--- config.mk ---
export PLATFORM = sky130hd
export DESIGN_NAME = rate_mult_decoder_flat
export DESIGN_NICKNAME = d
export VERILOG_FILES = /design/src/rtl/rate_mult_pkg.sv /design/src/rtl/rate_mult_decoder_if.sv /design/src/rtl/rate_dec_sync.sv /design/src/rtl/rate_mult_decoder.sv /design/src/flat_wrapper.sv
export SDC_FILE = /design/constraint.sdc
export NUM_CORES = 1
export LEC_CHECK = 0
export CAP_MARGIN = 20
export CORE_MARGIN = 5
export CORE_UTILIZATION = 37
export CTS_CLUSTER_DIAMETER = 200
export DETAILED_ROUTE_END_ITERATION = 6
export PLACE_DENSITY = 0.55
export SKIP_LAST_GASP = 1
export SLEW_MARGIN = 20
export SYNTH_ARGS = -nofsm -noshare
export SYNTH_HDL_FRONTEND = slang
export SYNTH_SLANG_ARGS = --single-unit
--- constraint.sdc ---
create_clock -name CK -period 2.5 [get_ports CK]
set_clock_uncertainty 0.1 [all_clocks]
set_input_delay 0.75 -clock CK [delete_from_list [all_inputs] [get_ports CK]]
set_output_delay 0.75 -clock CK [all_outputs]
set_load 0.05 [all_outputs]
--- src/rtl/rate_mult_pkg.sv ---
// Shared types and helpers for the rate-multiplier decoder.
// Holds the FSM state enum, the default window size and the window-length helper.
package rate_mult_pkg;

    typedef enum logic [1:0] {
        StIdle,
        StArm,
        StMeasure,
        StDone
    } dec_state_e;

    localparam int unsigned WindowLog2Default = 16;

    function automatic int unsigned window_len(input int unsigned log2);
        return 32'd1 << log2;
    endfunction

endpackage

--- src/rtl/rate_mult_decoder_if.sv ---
// Measurement link between a controller (master) and rate_mult_decoder (slave).
// Carries the sampled stream, the start/abort controls and the measurement results.
interface rate_mult_decoder_if #(
    parameter int unsigned WINDOW_LOG2 = 16
);
    logic                   P_0;
    logic                   Z;
    logic                   START;
    logic                   ABORT;
    logic                   BUSY;
    logic                   VALID;
    logic [WINDOW_LOG2:0]   C_EST;
    logic                   OVF;

    modport master (
        output P_0, Z, START, ABORT,
        input  BUSY, VALID, C_EST, OVF
    );

    modport slave (
        input  P_0, Z, START, ABORT,
        output BUSY, VALID, C_EST, OVF
    );
endinterface

--- src/rtl/rate_dec_sync.sv ---
// Two-flop synchronizer, reset to 0, for a single-bit level signal.
// Used by rate_mult_decoder only when RATE_DEC_SYNC_EN is defined.
module rate_dec_sync (
    input  logic clk,
    input  logic rst_n,
    input  logic d,
    output logic q
);
    logic meta;

    always_ff @(posedge clk or negedge rst_n) begin
        if (!rst_n) begin
            meta <= 1'b0;
            q    <= 1'b0;
        end else begin
            meta <= d;
            q    <= meta;
        end
    end
endmodule

--- src/rtl/rate_mult_decoder.sv ---
// Recovers a rate-multiplier code by counting Z-high enabled cycles over 2^WINDOW_LOG2 enables.
// Optional RATE_DEC_SYNC_EN: pass P_0 and Z through two-flop synchronizers first.
module rate_mult_decoder
    import rate_mult_pkg::*;
#(
    parameter int unsigned WINDOW_LOG2 = WindowLog2Default
) (
    input logic                CK,
    input logic                RN,
    rate_mult_decoder_if.slave bus
);
    localparam logic [WINDOW_LOG2-1:0] LastCnt = WINDOW_LOG2'(window_len(WINDOW_LOG2) - 1);

    logic p0;
    logic z;

`ifdef RATE_DEC_SYNC_EN
    rate_dec_sync u_sync_p0 (
        .clk   (CK),
        .rst_n (RN),
        .d     (bus.P_0),
        .q     (p0)
    );

    rate_dec_sync u_sync_z (
        .clk   (CK),
        .rst_n (RN),
        .d     (bus.Z),
        .q     (z)
    );
`else
    assign p0 = bus.P_0;
    assign z  = bus.Z;
`endif

    dec_state_e             state;
    logic [WINDOW_LOG2-1:0] win_cnt;
    logic [WINDOW_LOG2:0]   acc;
    logic [WINDOW_LOG2:0]   acc_inc;
    logic                   busy;
    logic                   valid;
    logic [WINDOW_LOG2:0]   c_est;
    logic                   ovf;
    logic                   take_start;

    assign acc_inc    = acc + {{WINDOW_LOG2{1'b0}}, z};
    assign take_start = bus.START && (state == StIdle || state == StDone);

    always_ff @(posedge CK or negedge RN) begin
        if (!RN) begin
            state   <= StIdle;
            win_cnt <= '0;
            acc     <= '0;
            busy    <= 1'b0;
            valid   <= 1'b0;
            c_est   <= '0;
            ovf     <= 1'b0;
        end else begin
            valid <= 1'b0;
            unique case (state)
                StIdle: state <= StIdle;
                StArm: begin
                    if (bus.ABORT) begin
                        state <= StIdle;
                        busy  <= 1'b0;
                    end else if (p0) begin
                        // The enable that ends ARM is the first sample of the window.
                        state   <= StMeasure;
                        win_cnt <= win_cnt + 1'b1;
                        acc     <= acc_inc;
                    end
                end
                StMeasure: begin
                    if (bus.ABORT) begin
                        state <= StIdle;
                        busy  <= 1'b0;
                    end else if (p0) begin
                        win_cnt <= win_cnt + 1'b1;
                        acc     <= acc_inc;
                        if (win_cnt == LastCnt) begin
                            state <= StDone;
                            busy  <= 1'b0;
                            valid <= 1'b1;
                            c_est <= acc_inc;
                        end
                    end
                end
                StDone: state <= StIdle;
                default: state <= StIdle;
            endcase

            if (bus.START && (state == StArm || state == StMeasure)) begin
                ovf <= 1'b1;
            end

            // Accepted START overrides the IDLE/DONE transitions above.
            if (take_start) begin
                state   <= StArm;
                win_cnt <= '0;
                acc     <= '0;
                busy    <= 1'b1;
                ovf     <= 1'b0;
            end
        end
    end

    assign bus.BUSY  = busy;
    assign bus.VALID = valid;
    assign bus.C_EST = c_est;
    assign bus.OVF   = ovf;
endmodule

--- src/flat_wrapper.sv ---
// flat-port wrapper written by rule: the top's interface ports become plain ports
module rate_mult_decoder_flat import rate_mult_pkg::*;
#(
    parameter int unsigned WINDOW_LOG2 = WindowLog2Default
)
  (CK, RN, bus_P_0, bus_Z, bus_START, bus_ABORT, bus_BUSY, bus_VALID, bus_C_EST, bus_OVF);
  rate_mult_decoder_if #(.WINDOW_LOG2(WINDOW_LOG2)) bus_i ();
  input logic CK;
  input logic RN;
  input wire logic [$bits(bus_i.P_0)-1:0] bus_P_0;
  input wire logic [$bits(bus_i.Z)-1:0] bus_Z;
  input wire logic [$bits(bus_i.START)-1:0] bus_START;
  input wire logic [$bits(bus_i.ABORT)-1:0] bus_ABORT;
  output wire logic [$bits(bus_i.BUSY)-1:0] bus_BUSY;
  output wire logic [$bits(bus_i.VALID)-1:0] bus_VALID;
  output wire logic [$bits(bus_i.C_EST)-1:0] bus_C_EST;
  output wire logic [$bits(bus_i.OVF)-1:0] bus_OVF;
  assign bus_i.P_0 = bus_P_0;
  assign bus_i.Z = bus_Z;
  assign bus_i.START = bus_START;
  assign bus_i.ABORT = bus_ABORT;
  assign bus_BUSY = bus_i.BUSY;
  assign bus_VALID = bus_i.VALID;
  assign bus_C_EST = bus_i.C_EST;
  assign bus_OVF = bus_i.OVF;
  rate_mult_decoder #(.WINDOW_LOG2(WINDOW_LOG2)) u_core (.CK(CK), .RN(RN), .bus(bus_i));
endmodule
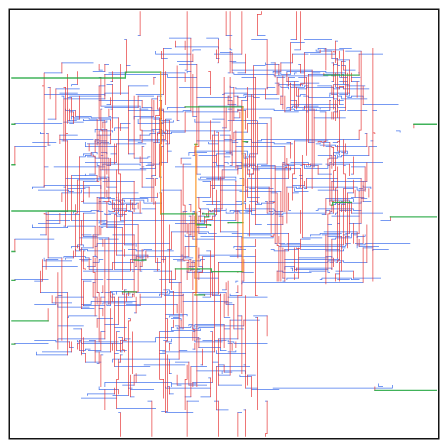
Figure 1: signal wires by layer.
- orange: met4 (wire length 107 um)
- blue: met1 (wire length 3200 um)
- green: met3 (wire length 168 um)
- red: met2 (wire length 3380 um)

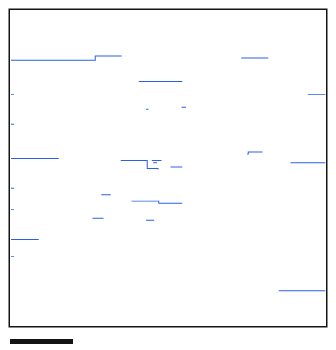
Figure 2: metal 3.
Bar = 20 um.
- nets with wire on the layer: 19
- longest straight run: 26.7 um

==> run summary <==
Implementation run completed; key figures follow.

Synthesis:
- The run gives the part of the Yosys area used for sequential elements as 45.3%.
- Summing the areas of all fa, ha and maj instances in the mapped netlist gives 2.47% of the synthesized area.
- The stat command in Yosys gives a chip area of 3040 sq um.
- The run gives the post-synthesis async set-or-reset flop share as 100%.
- The number of different library cells used by synthesis comes to 48.
- In the synthesized netlist, the cells that appear most often are sky130_fd_sc_hd__dfrtp_1 (55), sky130_fd_sc_hd__nand2_1 (31), sky130_fd_sc_hd__nand3_1 (17), sky130_fd_sc_hd__clkbuf_1 (16), sky130_fd_sc_hd__nand4_1 (15).
- The main area contributors are sky130_fd_sc_hd__dfrtp_1 (45%), sky130_fd_sc_hd__mux2_4 (4.9%), sky130_fd_sc_hd__xnor2_1 (4.0%), sky130_fd_sc_hd__nand2_1 (3.8%), sky130_fd_sc_hd__nand4_1 (3.1%).
- The run gives the portion of netlist area occupied by mux cells as 8.52%.
- Summing the areas of all compound-gate instances in the mapped netlist gives 12.2% of the synthesized area.
- The run puts the count of warnings emitted by yosys at 0.
- The run puts the post-synthesis sequential element count at 55.

Finish:
- Ranked by total area, the top cell class in this layout is combinational gates.
- The run puts the non-clock inverter instance count of the final layout at 11.
- The run gives the non-clock buffer area fraction after layout as 13.5%.
- The run gives the post-route core utilization as 45.8%.
- The layout has 800 filler cells.
- The run puts the final instance count without filler cells at 452.
- The run puts the proportion of layout cells with a drive suffix above 1 at 20.2%.
- According to the cell report, flip-flops and latches in the layout number 55.
- The run gives the total of clock buffers placed in the layout as 5.
- Per the layout area report, the combinational gate area comes to 1570 sq um.
- The run gives the final-layout clock-cell area share as 2.46%.
- The run gives the flip-flop and latch share of the layout cell area as 37.1%.
- Non-clock buffers in the final layout number 55.

Route:
- The run gives the number of iterations in the first detailed-routing pass as 4.
- In this run the remaining antenna-violating nets after routing total 0.
- The run puts the violation count after the first detailed-route iteration at 125.
- Per the detail_route log, met2 wirelength is 3380 um.
- The detailed router placed 2410 vias in this run.
- The run puts the met3 wire length at 168 um.
- The run gives the top metal layer carrying routed signals as met4.

Final timing:
- The run puts the slack of the critical path at 0.0931 ns.
- Setup repair after global routing could not meet its margin everywhere.
- The run gives the worst-case headroom to the max-slew limit as 64.9%.
- The run gives the tightest hold margin as 0.312 ns.
- The run puts the portion of the clock cycle consumed by the worst path in the final layout at 96.3%.
- The run puts the final number of setup-violating endpoints at 0.

Critical path:
- The launch point of the worst register-to-register path is recorded as u_core.state[0].
- The critical path goes through clkdlybuf4s50_1 > ha_2 > ha_4 > nand3_2 > or4_4 > xnor2_1 > mux2_2.
- The setup path with the least slack is of type input port to flop.
- The run gives the critical path endpoint category as a flop.
- The run puts the combined buffer and inverter count along the critical path at 1.
- On the critical path, the stage with the largest delay is an instance of sky130_fd_sc_hd__clkdlybuf4s50_1.
- STA classifies the critical path startpoint as an input port.
- For this run, the slowest stage of the critical path takes 0.48 ns.
- The run puts the path length in cells of the critical path at 7.
- In this run the worst setup path terminates at u_core.bus.C_EST[16].
- In this run the worst setup path begins at bus_Z.

Min path:
- The run gives the classification of the worst-slack hold path as input port to asynchronous set/reset pin.

Die:
- The run puts the overall die height at 101 um.
- The run puts the number of well-tap cells placed at 105.
- The floorplan step defined a die boundary enclosing 10100 sq um.
- The run gives the area of the core as 8090 sq um.
- The floorplan report gives the top-level pin count as 26.

Power and ir drop:
- Summed over all nets, the switching power comes to 0.797 mW.
- The run puts the internal power at 1.40 mW.
- The run gives the total power after layout as 2.19 mW.
- The run puts the switching portion of total power at 36.3%.
- The run puts the fraction of power consumed by the clock network at 24.2%.
- The run gives the peak supply drop as 0.251 mV.
- The run gives the dominant power group as sequential cells.
- The run gives the power drawn by the combinational cells as 0.675 mW.

GRT:
- The run puts the largest net degree at the start of global routing at 56.
- The number of global-route vias before repair is 2516.
- The run gives the most used routing layer as met2.
- The run gives the routing usage on met3 as 2.63%.
- For met1 alone, demand over resource in global routing was 18.3%.
- The run puts the total congestion overflow at 0.
- The run puts the initial antenna violation count at 0.
- The run gives the first-pass GRT wire length as 12000 um.

Outcome:
- The run finished with clean final reports.

Place:
- Counting tap cells, the placed design contains a total of 443 instances.
- The run gives the post-place setup slack as -0.428 ns.
- Per the detailed placement report, the placed cell area equals 3580 sq um.

Clock network:
- The run gives the H-tree depth as 2.
- The run puts the clock slew at the register clock pins of the worst setup and hold paths at 0.11 ns.
- The run puts the buffer count from post-CTS setup fixing at 1.
- TritonCTS built the clock tree.
- The run gives the number of gates resized after CTS as 3.
- The run puts the clock insertion delay at the later pin of the skew report at 0.32 ns.

Job:
- Per the run summary, max-cap violations total 0.
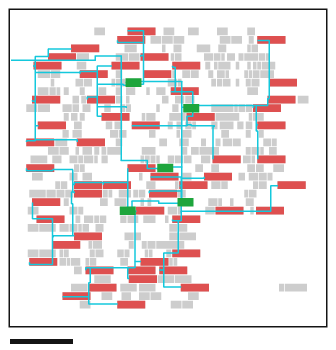
Figure 3: clock distribution.
Bar = 20 um.
- cyan: clock wires (length 773 um)
- red: flip-flops (count 55)
- green: cells driving clock nets (count 5)
- routed clock nets: 6

Power is estimated from default activity; no workload was simulated.
